**config.mk**
```make
export PLATFORM = sky130hd
export DESIGN_NAME = reg_slice_skid
export DESIGN_NICKNAME = d
export VERILOG_FILES = /design/src/rtl/reg_slice_skid.sv
export SDC_FILE = /design/constraint.sdc
export NUM_CORES = 1
export LEC_CHECK = 0
export ABC_CLOCK_PERIOD_IN_PS = 4500
export CAP_MARGIN = 20
export CORE_MARGIN = 5
export CORE_UTILIZATION = 53
export DETAILED_ROUTE_END_ITERATION = 8
export PLACE_DENSITY = 0.84
export SLEW_MARGIN = 20
export SYNTH_ARGS = -nofsm -noshare
export SYNTH_HDL_FRONTEND = slang
export SYNTH_SLANG_ARGS = --single-unit
```
**constraint.sdc**
```tcl
create_clock -name clk -period 4.5 [get_ports clk]
set_input_delay 0.9 -clock clk [delete_from_list [all_inputs] [get_ports clk]]
set_output_delay 0.9 -clock clk [all_outputs]
set_load 0.02 [all_outputs]
```
**src/rtl/reg_slice_skid.sv**
```systemverilog
// -----------------------------------------------------------------------------
// reg_slice_skid
//
// Two-entry valid/ready pipeline register (skid buffer). Breaks the
// combinational ready path between pipeline stages while sustaining one
// transfer per cycle. Data is presented downstream straight from the main
// register; a second (skid) register absorbs the word that upstream pushes
// in the cycle the downstream stalls.
//
// Ports:
//   clk        rising-edge clock
//   reset      asynchronous, active-high reset
//   in_data    upstream data (N bits)
//   in_valid   upstream data valid
//   in_ready   slice can accept; derived only from flops
//   out_data   downstream data, driven from the main register
//   out_valid  out_data valid; derived only from flops
//   out_ready  downstream accepts
//   occupancy  number of held entries, 0..2
// -----------------------------------------------------------------------------
module reg_slice_skid #(
    parameter int N = 32
) (
    input  logic         clk,
    input  logic         reset,
    input  logic [N-1:0] in_data,
    input  logic         in_valid,
    output logic         in_ready,
    output logic [N-1:0] out_data,
    output logic         out_valid,
    input  logic         out_ready,
    output logic [1:0]   occupancy
);

    // State encoding is {main_valid, skid_valid}; 2'b01 cannot be reached
    // and is steered back to EMPTY.
    typedef enum logic [1:0] {
        S_EMPTY   = 2'b00,
        S_ILLEGAL = 2'b01,
        S_BUSY    = 2'b10,
        S_FULL    = 2'b11
    } state_t;

    state_t       state;
    state_t       state_nxt;
    logic [N-1:0] main_data;
    logic [N-1:0] skid_data;
    logic         init_done;
    logic         main_valid;
    logic         skid_valid;

    logic         in_xfer;
    logic         out_xfer;
    logic         main_load_in;
    logic         main_load_skid;
    logic         skid_load_in;

    assign main_valid = state[1];
    assign skid_valid = state[0];

    // Transfer strobes only use flop-derived handshake outputs, so the
    // external ready/valid inputs never feed the opposite handshake output.
    assign in_xfer  = in_valid & in_ready;
    assign out_xfer = out_valid & out_ready;

    // -------------------------------------------------------------------------
    // State register
    // -------------------------------------------------------------------------
    // NOTE: sequential state uses non-blocking assignments so every flop
    // samples pre-edge values regardless of process evaluation order.
    always_ff @(posedge clk or posedge reset) begin
        if (reset) begin
            state     <= S_EMPTY;
            init_done <= 1'b0;
        end else begin
            state     <= state_nxt;
            init_done <= 1'b1;
        end
    end

    // -------------------------------------------------------------------------
    // Next-state and data-load decisions
    // -------------------------------------------------------------------------
    always_comb begin
        // NOTE: every signal gets a default first so no path leaves it
        // unassigned, which would otherwise infer a latch.
        state_nxt      = state;
        main_load_in   = 1'b0;
        main_load_skid = 1'b0;
        skid_load_in   = 1'b0;

        case (state)
            S_EMPTY: begin
                if (in_xfer) begin
                    main_load_in = 1'b1;
                    state_nxt    = S_BUSY;
                end
            end
            S_BUSY: begin
                if (in_xfer && out_xfer) begin
                    // Pass-through: the departing word is replaced in place.
                    main_load_in = 1'b1;
                end else if (in_xfer) begin
                    // Downstream stalled: park the new word in the skid slot.
                    skid_load_in = 1'b1;
                    state_nxt    = S_FULL;
                end else if (out_xfer) begin
                    state_nxt = S_EMPTY;
                end
            end
            S_FULL: begin
                // in_ready is low here, so only an output transfer can occur.
                if (out_xfer) begin
                    main_load_skid = 1'b1;
                    state_nxt      = S_BUSY;
                end
            end
            default: begin
                state_nxt = S_EMPTY;
            end
        endcase
    end

    // -------------------------------------------------------------------------
    // Data registers
    // -------------------------------------------------------------------------
    // NOTE: the data registers are cleared on reset so out_data reads zero
    // while the slice is held in reset; they hold their value otherwise.
    always_ff @(posedge clk or posedge reset) begin
        if (reset) begin
            main_data <= '0;
            skid_data <= '0;
        end else begin
            if (main_load_in) begin
                main_data <= in_data;
            end else if (main_load_skid) begin
                main_data <= skid_data;
            end
            if (skid_load_in) begin
                skid_data <= in_data;
            end
        end
    end

    // -------------------------------------------------------------------------
    // Outputs (functions of registered state only)
    // -------------------------------------------------------------------------
    always_comb begin
        out_data  = main_data;
        out_valid = main_valid;
        in_ready  = ~skid_valid & init_done;
        occupancy = {1'b0, main_valid} + {1'b0, skid_valid};
    end

endmodule

```
Figure 1. Routed metal, one color a layer.
(3 px per um) Only two layers are drawn.
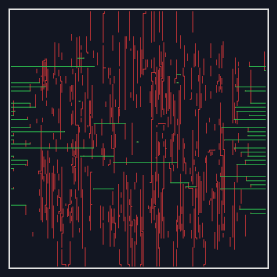
Key: green = met3 [wire length 410 um]; red = met2 [wire length 2660 um]
via count: 1956
Tot GR Track Use: 17.7%
Routed WL per cell: 16.0 um
drt total wl: 6080 um

Figure 2. Signal wires on met2.
(6 px per um)
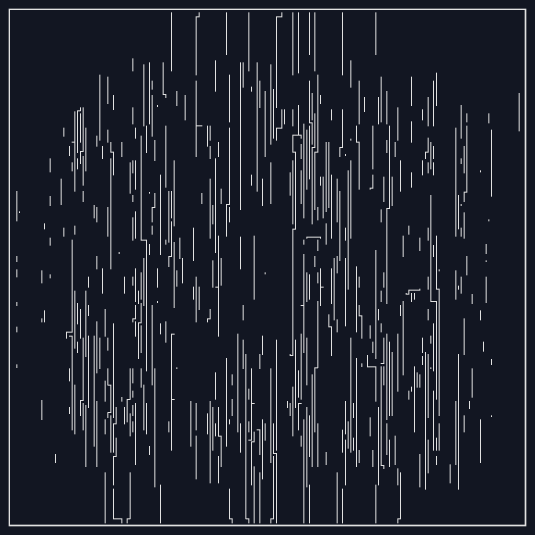
The layer holds 44% of the routed length. The layer carries 2660 um of wire.
met2 Usage GRT: 26.3%

==> CHANGELOG.md <==
### Changed

- Worst Hold Path EP: skid_data[0]
- Buf+Inv Stages, Crit Path: 2
- Final hold violation count: 0
- CP arrival: 1.86 ns
- Mapped Area: 3050 um^2
- XOR-XNOR Cells, Area Fraction: 0%
- Adder-Cell Fraction of Synth Area: 1.64%
- Initial antenna violation count: 0
- Crit path max fanout: 8
- Logic area: 1260 um^2
- Post-synthesis net count: 271
- Clk pwr: 493 uW
- Max_cap viols: 0
- Placed insts: 364
- CTS Hold Bufs: 0
- Status: complete, no violations
- Resized Gates After CTS: 0
- Met1 Use GR: 24.3%
- Reg2reg end: out_data[23]
- Via density: 5.16
- Net Switching: 916 uW
- Non-filler instance count after layout: 379
- R2R depth: 6
- Inserted Diodes: 0
- Global route hottest layer: met2
- Setup TNS: 0 ns
- Routing usage on met3: 5.00%
- Crit path largest cell delay: 0.60 ns
- Hold path depth: 1
- DRT Pass-1 Iters: 4
==> cell usage after synthesis (all sizes together) <==
master / count
buf: 11
clkbuf: 2
conb: 1
o21ai: 33
nand2b: 1
nand2: 35
nand4b: 2
mux2: 33
nand3: 1
ha: 4
dfrtp: 67
o2bb2ai: 1
nor2b: 1
a21boi: 1
o211ai: 1
inv: 3
a21oi: 1
mux2i: 33
==> layout by cell type (no fill, tap or decap), types with 2 or more instances in the layout <==
cell / count
buf_4: 3
clkbuf_1: 2
clkbuf_8: 11
clkdlybuf4s50_1: 71
dfrtp_1: 67
ha_1: 4
inv_1: 2
mux2_2: 4
mux2_4: 29
mux2i_1: 33
nand2_1: 35
o21ai_0: 32
Power figures rest on the tool's default switching activity, not on a simulated workload.
